==> run_1/m1.png <==
Supply wires on this layer in grey.
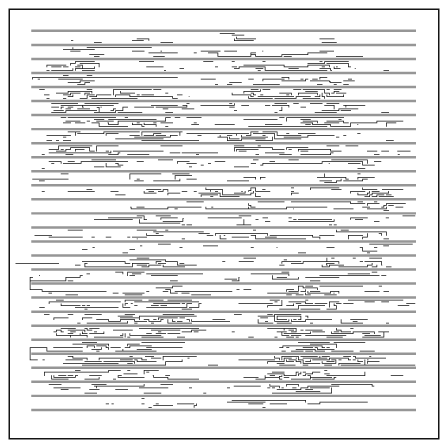
==> run_1/m2.png <==
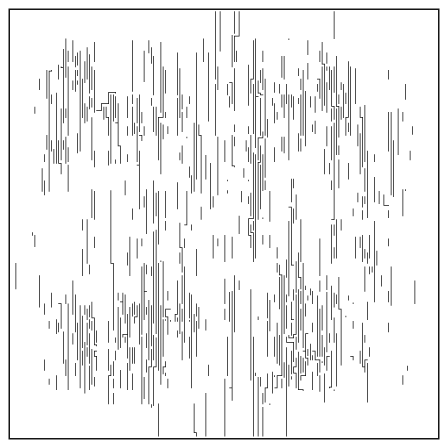
==> run_1/m3.png <==
Bar = 20 um.
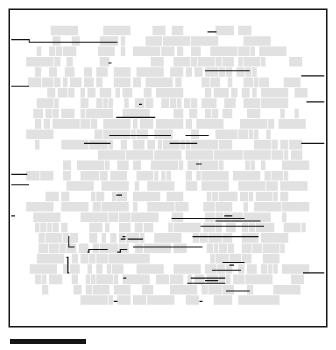
$ cat src/rtl/button_debounce_sync.sv
// Multi-channel push-button front end: 2-flop synchroniser, per-channel debounce,
// one-cycle press/release pulses and optional auto-repeat of the press pulse.
module button_debounce_sync #(
  parameter int unsigned N               = 4,
  parameter int unsigned DEBOUNCE_CYCLES = 16,
  parameter int unsigned REPEAT_DELAY    = 32,
  parameter int unsigned REPEAT_RATE     = 8
) (
  input  logic         Clk,
  input  logic         Reset,
  input  logic [N-1:0] Bi,
  input  logic [N-1:0] RepeatEn,
  output logic [N-1:0] Bo,
  output logic [N-1:0] Br,
  output logic [N-1:0] Level
);

  localparam int unsigned DW   = $clog2(DEBOUNCE_CYCLES + 1);
  localparam int unsigned RMAX = (REPEAT_DELAY > REPEAT_RATE) ? REPEAT_DELAY : REPEAT_RATE;
  localparam int unsigned RW   = $clog2(RMAX);

  localparam logic [DW-1:0] DEB_LAST   = DW'(DEBOUNCE_CYCLES - 1);
  localparam logic [RW-1:0] DELAY_LAST = RW'(REPEAT_DELAY - 1);
  localparam logic [RW-1:0] RATE_LAST  = RW'(REPEAT_RATE - 1);

  typedef enum logic [1:0] {
    RELEASED  = 2'd0,
    PRESSED   = 2'd1,
    REPEATING = 2'd2
  } state_e;

  for (genvar g = 0; g < N; g++) begin : g_ch
    logic          s1_q;
    logic          s2_q;
    logic          level_q;
    logic          bo_q;
    logic          br_q;
    logic [DW-1:0] deb_q;
    logic [RW-1:0] rep_q;
    state_e        state_q;
    logic          deb_done;
    logic [RW-1:0] rep_last;

    // Level flips on this edge: the synchronised value has disagreed long enough.
    assign deb_done = (s2_q != level_q) && (deb_q == DEB_LAST);
    assign rep_last = (state_q == PRESSED) ? DELAY_LAST : RATE_LAST;

    always_ff @(posedge Clk) begin
      if (Reset) begin
        s1_q    <= 1'b0;
        s2_q    <= 1'b0;
        level_q <= 1'b0;
        bo_q    <= 1'b0;
        br_q    <= 1'b0;
        deb_q   <= '0;
        rep_q   <= '0;
        state_q <= RELEASED;
      end else begin
        s1_q <= Bi[g];
        s2_q <= s1_q;

        if (s2_q == level_q) begin
          deb_q <= '0;
        end else if (deb_done) begin
          deb_q   <= '0;
          level_q <= ~level_q;
        end else begin
          deb_q <= deb_q + DW'(1);
        end

        bo_q <= 1'b0;
        br_q <= 1'b0;
        case (state_q)
          RELEASED: begin
            if (deb_done) begin
              state_q <= PRESSED;
              bo_q    <= 1'b1;
              rep_q   <= '0;
            end
          end
          PRESSED, REPEATING: begin
            // Release takes priority over a repeat pulse due on the same edge.
            if (deb_done) begin
              state_q <= RELEASED;
              br_q    <= 1'b1;
              rep_q   <= '0;
            end else if (!RepeatEn[g]) begin
              state_q <= PRESSED;
              rep_q   <= '0;
            end else if (rep_q == rep_last) begin
              state_q <= REPEATING;
              bo_q    <= 1'b1;
              rep_q   <= '0;
            end else begin
              rep_q <= rep_q + RW'(1);
            end
          end
          default: begin
            state_q <= RELEASED;
            rep_q   <= '0;
          end
        endcase
      end
    end

    assign Bo[g]    = bo_q;
    assign Br[g]    = br_q;
    assign Level[g] = level_q;
  end

endmodule

$ cat config.mk
export PLATFORM = sky130hd
export DESIGN_NAME = button_debounce_sync
export DESIGN_NICKNAME = d
export VERILOG_FILES = /design/src/rtl/button_debounce_sync.sv
export SDC_FILE = /design/constraint.sdc
export NUM_CORES = 1
export LEC_CHECK = 0
export CORE_MARGIN = 4
export CORE_UTILIZATION = 58
export DETAILED_ROUTE_END_ITERATION = 7
export HOLD_SLACK_MARGIN = 0.03
export MAX_ROUTING_LAYER = met4
export PLACE_DENSITY_LB_ADDON = 0.15
export SETUP_SLACK_MARGIN = 0.5
export SLEW_MARGIN = 0
export SYNTH_ARGS = -nofsm -noshare
export SYNTH_HDL_FRONTEND = slang
export SYNTH_SLANG_ARGS = --single-unit
export TNS_END_PERCENT = 10
$ cat constraint.sdc
create_clock -name Clk -period 2.8 [get_ports Clk]
set_clock_uncertainty 0.2 [all_clocks]
set_input_delay 0.84 -clock Clk [delete_from_list [all_inputs] [get_ports Clk]]
set_output_delay 0.84 -clock Clk [all_outputs]
set_load 0.01 [all_outputs]
==> Table 3: Implementation characteristics, run 1 <==
Table: implementation figures

Parameter                              Value

Run status
  Result of the run    finished clean

Drt
  Antenna violation net count after detailed routing    0
  DR pass1 iterations    4
  Mean number of vias per cell    5.75
  1st-iter DRT viols    99
  Routed length per instance    13.2 um
  Remaining routing DRC violations    0

Finish
  Layout cells sized above 1    0.0759
  Top logic cell by instance count in the layout    sky130_fd_sc_hd__dfxtp_1
  # diodes    0
  Area growth, synth to finish    13.7%
  Commonest cells after routing, fill and taps aside    sky130_fd_sc_hd__dfxtp_1, sky130_fd_sc_hd__nor2_1, sky130_fd_sc_hd__ha_1, sky130_fd_sc_hd__a21oi_1
  Post-route cell area    between 0.003 and 0.004 mm2
  Layout Nets    411

Setup path
  R2r startpoint    g_ch[0].deb_q[0]$_SDFF_PP0_
  Critical Path Source    RepeatEn[1]
  Sort of element at the start of the critical path    input pin
  Top fanout value on the critical path    4
  Start-to-end type of the worst setup path    in2reg
  Worst Setup EP    g_ch[1].state_q[0]$_SDFFE_PP0P_
  Cells on worst reg2reg path    6
  Max stage delay cell, worst path    sky130_fd_sc_hd__or3b_2
  Required time at the worst-slack endpoint    2.85 ns
  Setup crit end kind    flip-flop
  End of the worst register-to-register path    g_ch[0].state_q[1]$_SDFFE_PP0P_
  Cell-by-cell trace of the critical path    clkdlybuf4s50_1 -> or3b_2 -> a21oi_2 -> o311ai_0 -> a22oi_1
  Critical path data arrival time    roughly 2.4 ns
  Largest stage delay, worst path    0.49 ns
  Register-to-register setup slack    0.58 ns

Synth
  Per-instance average area after synthesis    ~9.0 um2
  Yosys cell count    361
  MUX share of area    0.0154
  Syn Std Cell Area    0.00326 mm2
  Nets in the synthesized netlist    395
  Async set-or-reset flop fraction in the synthesized netlist    0
  Synthesized chip area reported by yosys    around 0.0033 mm2
  Library cell with the largest summed area after synthesis    sky130_fd_sc_hd__dfxtp_1
  Simple-gate share of the synthesized area    0.225
  Synthesized-area fraction occupied by xor and xnor cells    0.0373
  Number of flip-flops and latches in the synthesized netlist    68
  Unique masters post-synth    56
  Dominant kind of combinational cell    simple AND/OR/NAND/NOR gates
  Number of warning messages in the yosys log    0
  Mapped Cells    361
  Compound Share, Synth    0.155
  Main area contributors after synthesis    sky130_fd_sc_hd__dfxtp_1, sky130_fd_sc_hd__ha_1, sky130_fd_sc_hd__nor2_1
  Adder-cell share of the synthesized area    0.0922
  Post-synth seq share    0.418
  Portion of synthesized cell area occupied by the leading cell type    0.418
  Dominant Register Cell    sky130_fd_sc_hd__dfxtp_1
  Flip-flops with a built-in enable    0

Timing
  Transition time of the tightest slew-check pin    0.655 ns
  Timing-limited maximum frequency    421 MHz
  Post-layout minimum cycle time    2.38 ns
  Final max-slew violation count    0
  Worst slack on hold paths    about 0.24 ns
  Final setup viols    0
  Setup TNS    0 ns
  Fin crit share    0.849
  Setup repair after global routing missed its margin    true
  Final Hold Fails    0
  Worst relative slew slack    0.562

Clock network
  Number of buffers added by the clock tree synthesis step    9
  Clock root buffer master    sky130_fd_sc_hd__clkbuf_8
  Clock Path Buffers    2
  Number of setup buffers added after CTS    0
  H-tree depth    3
  TritonCTS clock tree    yes
  Hold Buf Count CTS    0
  Worst-skew pair later-pin latency    0.34 ns
  Clock transition at the register clock pins on the worst setup and hold paths after CTS    about 0.070 ns
  Number of sinks on the clock net    68

Power
  Total power per unit cell area    557 mW/mm2
  Peak supply drop    a little under 400 uV
  Leakage    1.49 nW

Global routing
  Number of global-route vias before repair    around 2400
  Pin count of the biggest net entering global routing    approximately 40
  Global-route wire length before repair    10200 um
  Total grt overflow    0
  Most used routing layer    met2
  Number of antenna violations at the first check in global routing    0
  Gr usage total    0.185

Floorplanning
  Overall die height    82.9 um
  Die area    0.00688 mm2
  Die outline width    slightly above 80 um
  Floorplan utilization    0.595
  I/O pin count    22
  Cell row count    27
  Area of the core region    approximately 0.0055 mm2

Placement
  I/O Buffers    21
  Final weighted congestion of routability-driven global placement    0.890
  Post-detailed-placement half-perimeter wirelength    4110 um
  Placed cell area    0.00348 mm2

Flow run
  Max Cap Violations    0
  Tool warning count    36

Hold path
  Min-Delay Path Class    reg2reg
-- m1.png (at the start) --
The longest straight run is 28.1 um. The wires run mostly horizontal.
GR Layer Usage met1: 0.210
Final Routed Wirelength: 5970 um
count of vias placed by the detailed router: 2611

-- m2.png (at the start) --
The wires run mostly vertical. 346 nets have wire on it.
GRT met2 Usage: 0.297

-- m3.png (at the start) --
29 nets have wire on it. The layer carries 272 um of wire. The longest straight run is 23.0 um.
global-route track usage on met3: 0.0397

==> run 1: registers in the layout, summed over array words and instances (netlist names) <==
signal / flops
g_ch.bo_q: 4
g_ch.br_q: 4
g_ch.deb_q: 20
g_ch.level_q: 4
g_ch.rep_q: 20
g_ch.s1_q: 4
g_ch.s2_q: 4
g_ch.state_q: 8
==> run 1: worst min-delay path by stage <==
stage                            startpoint                      end  slack [ns]  cells after the start
floorplan           g_ch[0].s1_q$_SDFF_PP0_  g_ch[0].s2_q$_SDFF_PP0_        0.21                      1
global placement    g_ch[3].s1_q$_SDFF_PP0_  g_ch[3].s2_q$_SDFF_PP0_        0.22                      1
detailed placement  g_ch[1].s1_q$_SDFF_PP0_  g_ch[1].s2_q$_SDFF_PP0_        0.22                      1
CTS                 g_ch[1].s1_q$_SDFF_PP0_  g_ch[1].s2_q$_SDFF_PP0_        0.24                      1
global route        g_ch[1].s1_q$_SDFF_PP0_  g_ch[1].s2_q$_SDFF_PP0_        0.26                      1
finish              g_ch[1].s1_q$_SDFF_PP0_  g_ch[1].s2_q$_SDFF_PP0_        0.24                      1
==> run 1: cell usage after synthesis, types with 7 or more instances <==
library cell and n:
sky130_fd_sc_hd__nor3_1 15, sky130_fd_sc_hd__nand3_1 15, sky130_fd_sc_hd__dfxtp_1 68, sky130_fd_sc_hd__nand2_1 19, sky130_fd_sc_hd__buf_4 12, sky130_fd_sc_hd__o21ai_0 13
sky130_fd_sc_hd__nor2b_1 10, sky130_fd_sc_hd__inv_1 17, sky130_fd_sc_hd__ha_1 24, sky130_fd_sc_hd__xor2_1 7, sky130_fd_sc_hd__and3_1 12, sky130_fd_sc_hd__nor2_1 36
sky130_fd_sc_hd__or3_1 7, sky130_fd_sc_hd__a21oi_1 22
==> run 1: worst max-delay path, delay by kind of cell <==
family / cells / cell delay (ns)
AOI/OAI and AO/OA: 3 / 0.62
and+or+nand+nor: 1 / 0.49
buffers and inverters: 1 / 0.48
==> run 1: final cells by class <==
cell class                      count  area (um2)
Clock buffer                       12         145
Clock inverter                      4        72.6
Fill cell                         469        1770
Inverter                           17        63.8
Multi-Input combinational cell    256        1710
Sequential cell                    68        1360
Tap cell                           72        90.1
Timing Repair Buffer               25         254
==> run 1: repair_timing <==
action / in CTS / in global routing
resized: 2 / 2
pin swaps: 0 / 1
setup endpoints to repair: 5 / 7
endpoints found under the hold margin: 0 / 0
==> run 1: where the power goes <==
part	switching, W	internal, W
Sequential	0.0000149	0.000985
Combinational	0.000108	0.0000788
Clock	0.000350	0.000525
==> run 1: layer usage <==
| metal | up-vias | part of all wire |
|---|---|---|
| li1 | 1327 | - |
| met1 | 1202 | 0.46 |
| met2 | 65 | 0.46 |
| met3 | 17 | 0.046 |
| met4 | 0 | 0.031 |
| met5 | - | 0 |
==> run 1: through the flow <==
stage | total power (W) | util | worst slack (ns) | std cells
2_1_floorplan | 0.00115 | - | 0.675 | 361
3_3_place_gp | 0.00120 | 0.635 | 0.232 | 438
3_5_place_dp | 0.00120 | 0.635 | 0.203 | 438
4_1_cts | 0.00209 | 0.675 | 0.457 | 454
5_1_grt | 0.00215 | 0.676 | 0.423 | 454
6_report | 0.00206 | 0.676 | 0.424 | 454
==> run_1/clock_nets.png <==
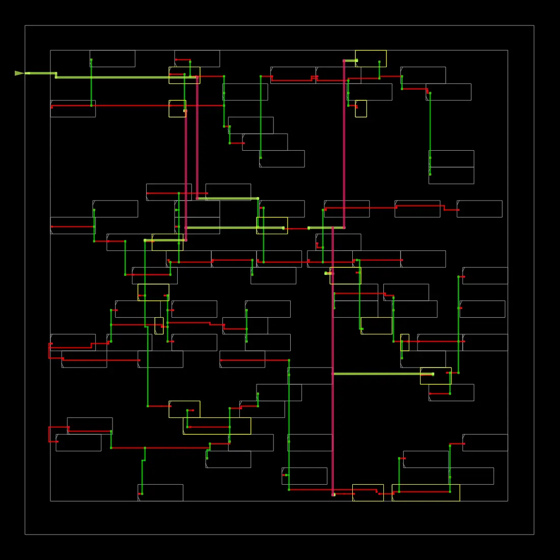

==> run 2, diff against run 1 <==
CORE_UTILIZATION = 53   (was 58)
clock period = 1.9 ns   (was 2.8 ns; I/O delays follow)
==> run_2/clock_nets.png <==
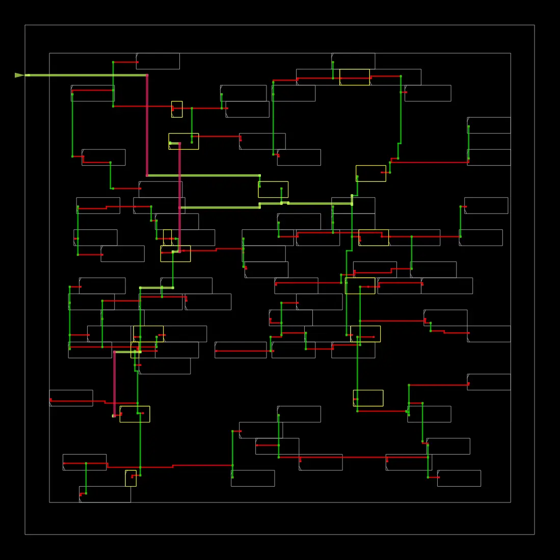
sequential cell count: 68
worst-skew pair later-pin latency: 0.33 ns

==> run 2 against run 1 <==
The flow now finishes with violations (setup timing). Die area grew 8.5%. Highest routed layer unchanged. Synthesized cell count is the same. Sequential cell count is the same. Synthesized area is the same. Hold slack gained 0.00081 ns.
==> Table 3: Implementation characteristics, run 2 <==
Table: implementation figures

Parameter                              Value

Setup path
  Critical Path Source    g_ch[0].deb_q[1]$_SDFF_PP0_ (was RepeatEn[1])
  Start-to-end type of the worst setup path    reg2reg (was in2reg)
  Critical path data arrival time    2.06 ns (was 2.43 ns)
  Max stage delay cell, worst path    sky130_fd_sc_hd__or4_1 (was sky130_fd_sc_hd__or3b_2)
  Cells on worst reg2reg path    6 (unchanged)
  Largest stage delay, worst path    0.50 ns (was 0.49 ns)
  Required time at the worst-slack endpoint    1.95 ns (was 2.85 ns)
  Register-to-register setup slack    -0.11 ns (was 0.58 ns)
  Top fanout value on the critical path    3 (was 4)
  Sort of element at the start of the critical path    flip-flop (was input pin)
  Worst Setup EP    g_ch[0].state_q[1]$_SDFFE_PP0P_ (was g_ch[1].state_q[0]$_SDFFE_PP0P_)
  R2r startpoint    g_ch[0].deb_q[1]$_SDFF_PP0_ (was g_ch[0].deb_q[0]$_SDFF_PP0_)

Clock network
  Clock transition at the register clock pins on the worst setup and hold paths after CTS    0.08 ns (was 0.07 ns)
  Number of buffers added by the clock tree synthesis step    9 (unchanged)
  TritonCTS clock tree    yes (unchanged)
  H-tree depth    3 (unchanged)
  Hold Buf Count CTS    0 (unchanged)

Global routing
  Number of antenna violations at the first check in global routing    0 (unchanged)
  Pin count of the biggest net entering global routing    18 (was 40)
  Total grt overflow    0 (unchanged)
  Number of global-route vias before repair    2771 (was 2420)

Flow run
  Tool warning count    37 (was 36)
  Max Cap Violations    0 (unchanged)

Synth
  Post-synth seq share    0.418 (unchanged)
  Nets in the synthesized netlist    395 (unchanged)
  Syn Std Cell Area    0.00326 mm2 (unchanged)
  Cell with the most instances after synthesis    sky130_fd_sc_hd__dfxtp_1 (unchanged)
  Synthesized chip area reported by yosys    0.00326 mm2 (unchanged)
  Mapped Cells    361 (unchanged)
  Main area contributors after synthesis    sky130_fd_sc_hd__dfxtp_1, sky130_fd_sc_hd__ha_1, sky130_fd_sc_hd__nor2_1 (unchanged)
  Portion of synthesized cell area occupied by the leading cell type    0.418 (unchanged)
  Number of flip-flops and latches in the synthesized netlist    68 (unchanged)
  Cell types with the highest counts after synthesis    sky130_fd_sc_hd__dfxtp_1, sky130_fd_sc_hd__nor2_1, sky130_fd_sc_hd__ha_1 (unchanged)

Placement
  Pre-CTS setup slack    -0.368 ns (was 0.203 ns)
  Post-detailed-placement half-perimeter wirelength    4750 um (was 4110 um)
  I/O Buffers    21 (unchanged)

Floorplanning
  Overall die height    86.4 um (was 82.9 um)
  Die outline width    86.4 um (was 82.9 um)
  Cell row count    28 (was 27)
  I/O pin count    22 (unchanged)
  Area of the core region    0.00596 mm2 (was 0.00547 mm2)
  Floorplan utilization    0.547 (was 0.595)
  Die area    0.00746 mm2 (was 0.00688 mm2)

Power
  Power share of the sequential group    0.496 (was 0.485)
  Portion of total power attributed to combinational logic    0.150 (was 0.091)
  Net load switching power    0.000767 W (was 0.000473 W)
  Total power per unit cell area    623 mW/mm2 (was 557 mW/mm2)
  Leakage    1.85 nW (was 1.49 nW)

Hold path
  Min-Delay Path Class    reg2reg (unchanged)
  Origin of the worst min-delay path    g_ch[3].deb_q[0]$_SDFF_PP0_ (was g_ch[1].s1_q$_SDFF_PP0_)

Timing
  Post-layout minimum cycle time    ~2 ns
  Worst relative slew slack    0.624 (was 0.562)
  Final setup viols    3 (was 0)
  Final worst setup slack    -0.108 ns (was 0.424 ns)
  Final Hold Fails    0 (unchanged)
  Transition time of the tightest slew-check pin    0.562 ns (was 0.655 ns)
  Setup repair after global routing missed its margin    true (unchanged)
  Timing-limited maximum frequency    around 500 MHz
  Final max-slew violation count    0 (unchanged)

Drt
  Mean number of vias per cell    5.83 (was 5.75)
  Final Routed Wirelength    8100 um (was 5970 um)
  1st-iter DRT viols    121 (was 99)
  Antenna violation net count after detailed routing    0 (unchanged)
  Routed length per instance    16.3 um (was 13.2 um)
  Remaining routing DRC violations    0 (unchanged)

Finish
  Layout Nets    451 (was 411)
  Commonest cells after routing, fill and taps aside    sky130_fd_sc_hd__dfxtp_1, sky130_fd_sc_hd__buf_4, sky130_fd_sc_hd__nor2_1, sky130_fd_sc_hd__buf_6, sky130_fd_sc_hd__ha_4 (was sky130_fd_sc_hd__dfxtp_1, sky130_fd_sc_hd__nor2_1, sky130_fd_sc_hd__ha_1, sky130_fd_sc_hd__a21oi_1)
  Layout cells sized above 1    0.480 (was 0.0759)
  Area growth, synth to finish    46.1% (was 13.7%)
  Top logic cell by instance count in the layout    sky130_fd_sc_hd__dfxtp_1 (unchanged)

Run status
  Result of the run    complete, but fails checks (was finished clean)
  Violated checks    setup timing
run 2: power groups by stage:
stage / Combinational, W / Sequential, W / Clock, W
3_3_place_gp: 0.000328 / 0.00150 / 0
6_report: 0.000445 / 0.00147 / 0.00105
2_1_floorplan: 0.000193 / 0.00150 / 0
4_1_cts: 0.000378 / 0.00147 / 0.00106
5_1_grt: 0.000481 / 0.00147 / 0.00114
3_5_place_dp: 0.000337 / 0.00151 / 0
run 2: area by class of cell:
type	instances	area, um2
Tap cell	75	93.8
Sequential cell	68	1410
Inverter	17	77.6
Timing Repair Buffer	65	622
Clock buffer	13	159
Multi-Input combinational cell	256	2390
Clock inverter	2	10.0
Fill cell	361	1200
run 2: per-stage QoR:
step | util | TNS, ns | total power [W] | cells | instance area [um2]
after global placement | 0.658 | -7.51 | 0.00183 | 479 | 3920
after CTS | 0.738 | -0.0812 | 0.00291 | 494 | 4400
after detailed placement | 0.658 | -8.83 | 0.00184 | 479 | 3920
after floorplan | - | -0.115 | 0.00169 | 361 | 3380
after global routing | 0.799 | -0.419 | 0.00309 | 496 | 4760
final | 0.799 | -0.136 | 0.00296 | 496 | 4760
run 2: logic make-up after synthesis:
group / share of synthesized area
buffers and inverters: 0.0569
flip-flops: 0.418
multiplexers: 0.0154
adder cells (fa/ha/maj): 0.0922
XOR/XNOR: 0.0373
AND/OR/NAND/NOR: 0.225
AND-OR/OR-AND: 0.155
run 2: worst min path at each step:
stage / end / slack, ns / cells past startpoint
after floorplan: g_ch[0].s2_q$_SDFF_PP0_ / 0.21 / 1
after global placement: g_ch[1].s2_q$_SDFF_PP0_ / 0.22 / 1
after detailed placement: g_ch[1].s2_q$_SDFF_PP0_ / 0.23 / 1
after CTS: g_ch[1].s2_q$_SDFF_PP0_ / 0.24 / 1
after global routing: g_ch[3].deb_q[0]$_SDFF_PP0_ / 0.25 / 1
final: g_ch[3].deb_q[0]$_SDFF_PP0_ / 0.24 / 1
run 2: worst max-delay path, delay by kind of cell (launching register included):
family,cells,cell delay (ns)
AND-OR/OR-AND,2,0.39
adder cells (fa/ha/maj),2,0.32
AND/OR/NAND/NOR,2,0.68
flip-flops,1,0.34
run 2: layer usage:
metal / global-route usage / up-vias / part of all wire / routed length, um
met5: - / - / 0 / 0
met4: 0.0722 / 0 / 0.0073 / 59
met3: 0.0428 / 9 / 0.040 / 323
met2: 0.353 / 77 / 0.53 / 4330
met1: 0.238 / 1403 / 0.42 / 3390
li1: - / 1402 / - / -
run 2: timing repair:
action | in CTS | in global routing
gates resized | 145 | 85
endpoints found under the setup margin | 78 | 71
pin swaps | 54 | 75
hold endpoints to repair | 0 | 0
buffers inserted | 0 | 2
No activity file was given, so power comes from the tool's default toggle rates.
